===== src/rtl/picomips_pkg.sv =====
// Shared picoMIPS types and sizes: program-counter width and sequencer states.
package picomips_pkg;

    localparam int unsigned PC_W = 6;

    typedef enum logic [2:0] {
        IDLE,
        RUN,
        WAIT_ASSERT,
        WAIT_RELEASE,
        HALT
    } pcs_state_t;

endpackage


===== src/rtl/pc_sequencer_if.sv =====
// Decoder/memory-facing bundle of the program-flow controller.
interface pc_sequencer_if
    import picomips_pkg::*;
#(
    parameter int unsigned P_SIZE = PC_W
) ();

    logic              run;
    logic              halt_req;
    logic              wait_req;
    logic              in_valid;
    logic              jump_en;
    logic              branch_en;
    logic [P_SIZE-1:0] target;
    logic [P_SIZE-1:0] pc_out;
    logic              fetch_en;
    logic              waiting;
    logic              halted;

    // Decoder / environment side: issues requests, observes flow status.
    modport master (
        output run, halt_req, wait_req, in_valid, jump_en, branch_en, target,
        input  pc_out, fetch_en, waiting, halted
    );

    // Sequencer side.
    modport slave (
        input  run, halt_req, wait_req, in_valid, jump_en, branch_en, target,
        output pc_out, fetch_en, waiting, halted
    );

endinterface


===== src/rtl/pc_next.sv =====
// Next-pc selection: absolute jump, relative branch (mod 2^P_SIZE) or increment.
module pc_next #(
    parameter int unsigned P_SIZE = 6
) (
    input  logic [P_SIZE-1:0] pc,
    input  logic [P_SIZE-1:0] target,
    input  logic              jump_en,
    input  logic              branch_en,
    output logic [P_SIZE-1:0] next_pc
);

    // An unsigned P_SIZE-bit add equals sign-extend-then-truncate of the offset.
    always_comb begin
        next_pc = pc + P_SIZE'(1);
        if (jump_en) begin
            next_pc = target;
        end else if (branch_en) begin
            next_pc = pc + target;
        end
    end

endmodule


===== src/rtl/pc_sequencer.sv =====
// picoMIPS program-flow controller: owns the pc and sequences run/branch/wait/halt.
module pc_sequencer
    import picomips_pkg::*;
#(
    parameter int unsigned P_SIZE = PC_W
) (
    input  logic           clk,
    input  logic           reset,
    pc_sequencer_if.slave  bus
);

    pcs_state_t        state_q;
    pcs_state_t        state_d;
    logic [P_SIZE-1:0] pc_d;
    logic [P_SIZE-1:0] pc_seq;
    logic              in_run;

    assign in_run = (state_q == RUN);

    // Decoder requests only steer the pc while running; elsewhere this yields pc+1.
    pc_next #(.P_SIZE(P_SIZE)) u_pc_next (
        .pc        (bus.pc_out),
        .target    (bus.target),
        .jump_en   (bus.jump_en && in_run),
        .branch_en (bus.branch_en && in_run),
        .next_pc   (pc_seq)
    );

    always_comb begin
        state_d = state_q;
        pc_d    = bus.pc_out;
        unique case (state_q)
            IDLE: begin
                if (bus.run) state_d = RUN;
            end
            RUN: begin
                if (bus.halt_req) begin
                    state_d = HALT;
                end else if (bus.wait_req) begin
                    state_d = WAIT_ASSERT;
                end else begin
                    pc_d = pc_seq;
                end
            end
            WAIT_ASSERT: begin
                if (bus.in_valid) state_d = WAIT_RELEASE;
            end
            // Release completes the press: resume at the instruction after the wait.
            WAIT_RELEASE: begin
                if (!bus.in_valid) begin
                    state_d = RUN;
                    pc_d    = pc_seq;
                end
            end
            HALT: begin
                if (bus.run) begin
                    state_d = RUN;
                    pc_d    = '0;
                end
            end
            default: state_d = IDLE;
        endcase
    end

    // Status flags are registered from the next state so they track state_q exactly.
    always_ff @(posedge clk or posedge reset) begin
        if (reset) begin
            state_q      <= IDLE;
            bus.pc_out   <= '0;
            bus.fetch_en <= 1'b0;
            bus.waiting  <= 1'b0;
            bus.halted   <= 1'b0;
        end else begin
            state_q      <= state_d;
            bus.pc_out   <= pc_d;
            bus.fetch_en <= (state_d == RUN);
            bus.waiting  <= (state_d == WAIT_ASSERT) || (state_d == WAIT_RELEASE);
            bus.halted   <= (state_d == HALT);
        end
    end

endmodule


===== src/flat_wrapper.sv =====
// flat-port wrapper written by rule: the top's interface ports become plain ports
module pc_sequencer_flat import picomips_pkg::*;
#(
    parameter int unsigned P_SIZE = PC_W
)
  (clk, reset, bus_run, bus_halt_req, bus_wait_req, bus_in_valid, bus_jump_en, bus_branch_en, bus_target, bus_pc_out, bus_fetch_en, bus_waiting, bus_halted);
  pc_sequencer_if #(.P_SIZE(P_SIZE)) bus_i ();
  input  logic clk;
  input  logic reset;
  input wire logic [$bits(bus_i.run)-1:0] bus_run;
  input wire logic [$bits(bus_i.halt_req)-1:0] bus_halt_req;
  input wire logic [$bits(bus_i.wait_req)-1:0] bus_wait_req;
  input wire logic [$bits(bus_i.in_valid)-1:0] bus_in_valid;
  input wire logic [$bits(bus_i.jump_en)-1:0] bus_jump_en;
  input wire logic [$bits(bus_i.branch_en)-1:0] bus_branch_en;
  input wire logic [$bits(bus_i.target)-1:0] bus_target;
  output wire logic [$bits(bus_i.pc_out)-1:0] bus_pc_out;
  output wire logic [$bits(bus_i.fetch_en)-1:0] bus_fetch_en;
  output wire logic [$bits(bus_i.waiting)-1:0] bus_waiting;
  output wire logic [$bits(bus_i.halted)-1:0] bus_halted;
  assign bus_i.run = bus_run;
  assign bus_i.halt_req = bus_halt_req;
  assign bus_i.wait_req = bus_wait_req;
  assign bus_i.in_valid = bus_in_valid;
  assign bus_i.jump_en = bus_jump_en;
  assign bus_i.branch_en = bus_branch_en;
  assign bus_i.target = bus_target;
  assign bus_pc_out = bus_i.pc_out;
  assign bus_fetch_en = bus_i.fetch_en;
  assign bus_waiting = bus_i.waiting;
  assign bus_halted = bus_i.halted;
  pc_sequencer #(.P_SIZE(P_SIZE)) u_core (.clk(clk), .reset(reset), .bus(bus_i));
endmodule

===== config.mk =====
export PLATFORM = sky130hd
export DESIGN_NAME = pc_sequencer_flat
export DESIGN_NICKNAME = d
export VERILOG_FILES = /design/src/rtl/picomips_pkg.sv /design/src/rtl/pc_sequencer_if.sv /design/src/rtl/pc_next.sv /design/src/rtl/pc_sequencer.sv /design/src/flat_wrapper.sv
export SDC_FILE = /design/constraint.sdc
export NUM_CORES = 1
export LEC_CHECK = 0
export ABC_AREA = 1
export CORE_MARGIN = 2
export CORE_UTILIZATION = 43
export DETAILED_ROUTE_END_ITERATION = 12
export GPL_ROUTABILITY_DRIVEN = 0
export PLACE_DENSITY = 0.8
export SLEW_MARGIN = 30
export SYNTH_ARGS = -nofsm -noshare
export SYNTH_HDL_FRONTEND = slang
export SYNTH_SLANG_ARGS = --single-unit

===== constraint.sdc =====
create_clock -name clk -period 1.8 [get_ports clk]
set_input_delay 0.36 -clock clk [delete_from_list [all_inputs] [get_ports clk]]
set_output_delay 0.36 -clock clk [all_outputs]
set_load 0.01 [all_outputs]

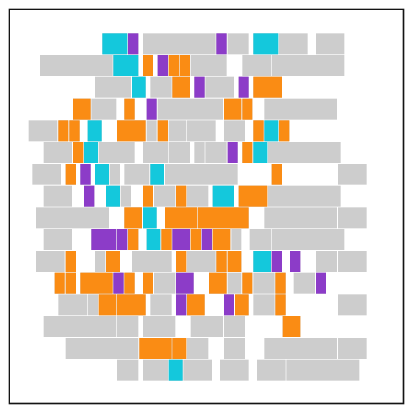
(run_1/gate_families.png)
Scale: 8 px per micron.
NAND gates -> orange  # cells 50
inverters -> purple  # cells 20
inverting AOI/OAI gates -> cyan  # cells 16

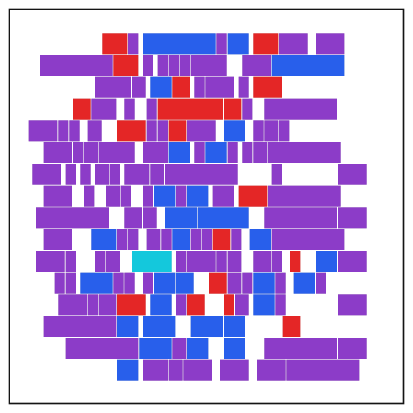
(run_1/drive_strength.png)
Scale: 8 px per micron.
drive 1 or less -> purple  # cells 111, most used nand2_1
drive 6 and up -> cyan  # cells 1, most used clkbuf_8
drive 2 -> red  # cells 18, most used nand2_2
drive 3 to 4 -> blue  # cells 30, most used buf_4

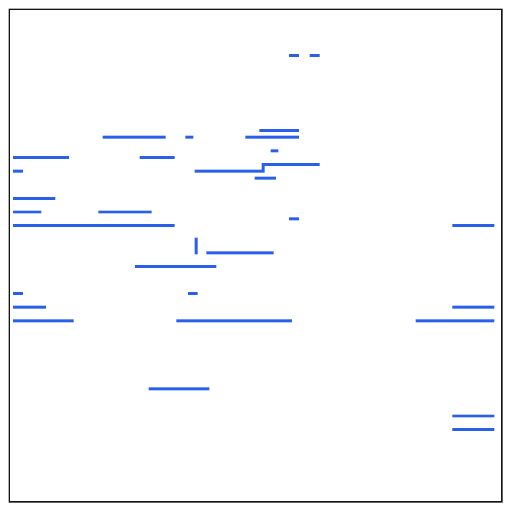
(run_1/met3.png)
Scale: 10 px per micron.
share of all routed wire = 5.3%
wire length on this layer = 135 microns
nets with wire on the layer = 25

==> flow_summary.ini, run 1 <==
; flow metrics
[clocking]
clock-sinks = 12
cts_buffer_depth = 2
clk_latency_ns = 0.29
h-tree-depth = 1
numCtsBuffers = 3
clk_pin_slew_worst_paths_ns = 0.09
root_buffer = clkbuf_4

[synthesis]
yosys_cells = 118
syn_area_sq_um = 875
synth_area_per_cell_sq_um = 7.41
yosysTopAreaCellShare = 0.343
top_area_cell = dfrtp_1

[routing]
wirelength_microns = 2550
route.detailed.drc = 0
ant_nets = 0

[layout]
layout_top_cell = nand2_1
antenna_cells = 0

[worst_setup_path]
startpoint_type = flip-flop
timing.rr.start = u_core.state_q[1]
r2r_cells = 12

[final_timing]
rsz0062_at_grt = yes
setup_violations = 5
hold_ws_ns = 0.380
slew_viol_final = 0
max_freq_ghz = 0.522
fin_ws_ns = -0.117

[placed_design]
hpwl_microns = 1650

[pwr]
powerDensity_nw_per_um2 = 1670
p_clk_frac = 0.102
ir_drop_mv = 1.01

[floorplanning]
fp_util = 0.450
core-area_sq_um = 1940

[flow_run]
warnings = 29
drv_cap = 0

[run_status]
status = finished, violations left
violations = setup timing

[global_route]
grt_start_max_net_pins = 13
overflow = 0
grt_pass1_wl_microns = 3910
grt_pass1_vias = 941
[run 1: power by group through the flow]
| stage | sequential [mW] | clock (mW) | combinational, mW |
|---|---|---|---|
| detailed placement | 0.490 | 0 | 1.21 |
| CTS | 0.485 | 0.230 | 1.32 |
| floorplan | 0.540 | 0 | 0.699 |
| global route | 0.516 | 0.244 | 1.69 |
| global placement | 0.486 | 0 | 1.18 |
| finish | 0.497 | 0.233 | 1.55 |
[run 1: through the flow]
stage                     utilization  TNS (ns)  std cells  instance area [sq um]
final                           0.702    -0.271        187                   1360
after global routing            0.702    -0.879        187                   1360
after CTS                       0.655    -0.105        182                   1270
after detailed placement        0.612     -1.70        174                   1190
after global placement          0.612     -1.41        174                   1190
after floorplan                     -    -0.128        118                    882
[run 1: how the worst max path moves through the flow]
stage                                  from  slack (ns)  depth (start not counted)              endpoint
final                     u_core.state_q[1]       -0.12                         12  u_core.bus.pc_out[1]
after global routing      u_core.state_q[1]       -0.24                         12  u_core.bus.pc_out[1]
after CTS                 u_core.state_q[1]       -0.05                         12  u_core.bus.pc_out[1]
after detailed placement      bus_branch_en       -0.42                         11  u_core.bus.pc_out[4]
after global placement        bus_branch_en       -0.33                         11  u_core.bus.pc_out[4]
after floorplan           u_core.state_q[1]       -0.06                         12  u_core.bus.pc_out[1]
[run 1: cell usage after synthesis (all sizes together)]
master  instances
nand4           2
o211ai          1
inv            19
a21oi           4
nor3            1
a31oi           1
fa              1
o21ai          10
ha              5
nor2           10
nand2          39
clkinv          1
xor2            2
nand3           9
dfrtp          12
xnor2           1
[run 1: what timing repair did]
action                                  4_1_cts  5_1_grt
buffers inserted                              4        5
resized                                       8       12
endpoints found under the setup margin        5        5
hold buffers                                  0        0
pin swaps                                     5       10
[run 1: layout make-up]
type | count | area share
repair buffers | 38 | 0.249
multi-input cells | 86 | 0.417
inverters | 20 | 0.0624
flip-flops and latches | 12 | 0.220
clock buffers | 4 | 0.0266
well taps | 27 | 0.0248
[run 1: routing by layer]
layer	GRT usage	routed length (microns)	up-vias
met5	0	0	-
met4	0.0667	76	0
met3	0.0368	134	11
met2	0.381	1320	40
met1	0.242	1020	459
li1	-	-	460
[run 1: cells by family after synthesis]
logic type | share of synthesized area
AND-OR/OR-AND | 0.0959
XOR/XNOR | 0.0300
adder cells (fa/ha/maj) | 0.0944
buffers and inverters | 0.0916
flip-flops | 0.343
AND/OR/NAND/NOR | 0.345
[run 1: registers in the layout, indices dropped and copies added, names as in the netlist]
name and count:
u_core.bus.halted 1, u_core.state_q 3, u_core.bus.fetch_en 1, u_core.bus.pc_out 6, u_core.bus.waiting 1
==> run_1/cell_classes.png <==
Scale: 8 px per micron. Fill, decap, tap and diode cells in grey.
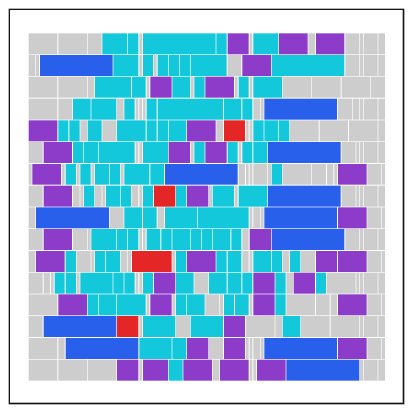

==> run 2, diff against run 1 <==
CORE_UTILIZATION = 44   (was 43)
SYNTH_HIERARCHICAL = 1   (was unset)
TNS_END_PERCENT = 10   (was unset)
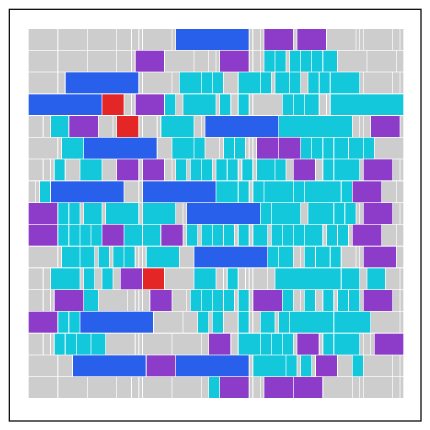
(run_2/cell_classes.png)
Scale: 8 px per micron. Fill, decap, tap and diode cells in grey.
all other logic -> cyan  # cells 140, share of their area 54%
other buffers and delay cells -> purple  # cells 35, share of their area 23%
cells driving clock nets -> red  # cells 3, share of their area 1.6%
flip-flops -> blue  # cells 12, share of their area 21%
Core Area: 2170 sq um
Final Cell Area: 1450 sq um
Layout Utilization: 0.668
flop share of the area: 0.207
num rows: 17

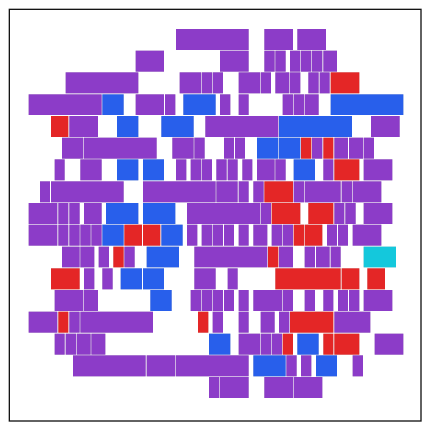
(run_2/drive_strength.png)
Scale: 8 px per micron.
drive 2 -> red  # cells 24, most used inv_2
drive 3 to 4 -> blue  # cells 23, most used buf_4
drive 1 or less -> purple  # cells 142, most used nand2_1
drive 6 and up -> cyan  # cells 1, most used buf_6

==> run 2 against run 1 <==
  * The run still ends with setup timing left
  * Setup slack got worse by 0.19 ns
  * Die area rose by 9.1%
  * Area after synthesis rose by 12%
  * Critical path type unchanged
  * Critical endpoint is now u_core/bus.pc_out[1]
  * Highest routed layer is now met3
==> flow_summary.ini, run 2 <==
; flow metrics
[layout]
nFillCells = 192
largest_register_ffs = 6
reg.largest.list = u_core/bus.pc_out: 6 flops, u_core/state_q: 3 flops
layout_top_cell = nand2_1
largest_register = u_core/bus.pc_out
antenna_cells = 0
fin_cells = 218

[pwr]
powerDensity_nw_per_um2 = 1590
ir_drop_mv = 1.03
seq_power_share = 0.212
p_clk_frac = 0.069

[synthesis]
most_common_cell = nand2_1
yosysTopAreaCellShare = 0.305
yosys.cell_types.count = 22
ys.flop_type = dfrtp_1
yosys_cells = 152
async_flop_share = 1.00
syn_area_sq_um = 983
common_cells = 44 x nand2_1, 35 x inv_1, 15 x nor2_1
top_area_cell = dfrtp_1
synth_area_per_cell_sq_um = 6.47
synth-edff-count = 0

[final_timing]
fin_ws_ns = -0.307
finClkSkew_ns = 0.000443
slew_viol_final = 0
rsz0062_at_grt = yes
fin_crit_ns = 2.11
max_freq_ghz = 0.475
setup_violations = 5

[placed_design]
place_inst = 213
hpwl_microns = 1800

[worst_setup_path]
critPathTopFamily = simple AND/OR/NAND/NOR gates
startpoint_type = flip-flop
r2r_cells = 14
timing.rr.start = u_core/state_q[2]
crit_buf_inv = 4

[clocking]
clk_latency_ns = 0.26
cts_tree = yes
clock-sinks = 12
cts_buffer_depth = 2
cts_hold_buf = 0
root_buffer = clkbuf_4
clk_pin_slew_worst_paths_ns = 0.07
h-tree-depth = 1
numCtsBuffers = 3

[global_route]
grt_pass1_wl_microns = 3840
overflow = 0
grt_pass1_vias = 995
grt_start_max_net_pins = 13

[run_status]
status = finished, violations left
violations = setup timing

[routing]
drt_iter0_markers = 12
route.detailed.drc = 0
ant_nets = 0
wirelength_microns = 2340

[hold_path]
holdCritPathClass = primary input to asynchronous set/reset pin

[floorplanning]
fp_util = 0.453
chipArea_sq_um = 2630

[flow_run]
drv_cap = 0
warnings = 29
## run 2: power by group through the flow
stage | clock [mW] | sequential (mW) | combinational [mW]
CTS | 0.168 | 0.475 | 1.52
global placement | 0 | 0.475 | 1.43
detailed placement | 0 | 0.478 | 1.48
finish | 0.159 | 0.488 | 1.65
floorplan | 0 | 0.522 | 0.880
global route | 0.184 | 0.504 | 1.85
## run 2: layer usage
metal / GRT usage / part of all wire / routed length, microns
met1: 0.214 / 0.44 / 1020
met2: 0.379 / 0.54 / 1260
met3: 0.0263 / 0.027 / 64
met4: 0.0395 / 0 / 0
met5: 0 / 0 / 0
## run 2: final cells by class
type                       count  area [sq um]  share of cell area
multi-input combinational    102           627               0.433
tap                           28          35.0              0.0242
clock buffer                   3          22.5              0.0155
inverter                      38           143              0.0984
timing repair buffer          35           322               0.222
sequential                    12           300               0.207
## run 2: cells by family (layout without fill, tap and decap cells)
logic type / after synthesis / count (layout) / synth area share
DFF: 12 / 12 / 0.305
adders and majority gates: 6 / 6 / 0.0840
AOI/OAI and AO/OA: 17 / 17 / 0.103
and+or+nand+nor: 79 / 79 / 0.363
buffers and inverters: 38 / 76 / 0.145
## run 2: worst max-delay path by stage
stage | startpoint | endpoint | slack (ns) | depth (start not counted)
final | u_core/state_q[2] | u_core/bus.pc_out[1] | -0.31 | 14
after global routing | u_core/state_q[2] | u_core/bus.pc_out[5] | -0.48 | 18
after CTS | u_core/state_q[2] | u_core/bus.pc_out[1] | -0.29 | 14
after detailed placement | bus_branch_en | u_core/bus.pc_out[1] | -0.50 | 12
after global placement | bus_branch_en | u_core/bus.pc_out[4] | -0.44 | 16
after floorplan | u_core/state_q[0] | u_core/bus.pc_out[4] | -0.18 | 17
## run 2: timing repair
item | CTS | global route
pin swaps | 4 | 12
endpoints found under the hold margin | 0 | 0
resized | 2 | 16
endpoints found under the setup margin | 5 | 6
buffers inserted | 1 | 1
## run 2: stage by stage
step	setup TNS, ns	cell area, sq um	utilization	hold WS [ns]	power [mW]
2_1_floorplan	-0.585	1000	-	0.225	1.40
3_3_place_gp	-1.80	1340	0.618	0.613	1.91
3_5_place_dp	-2.09	1340	0.618	0.629	1.96
4_1_cts	-0.997	1380	0.636	0.413	2.17
5_1_grt	-2.13	1450	0.668	0.449	2.53
6_report	-1.10	1450	0.668	0.402	2.30
No activity file was given, so power comes from the tool's default toggle rates.
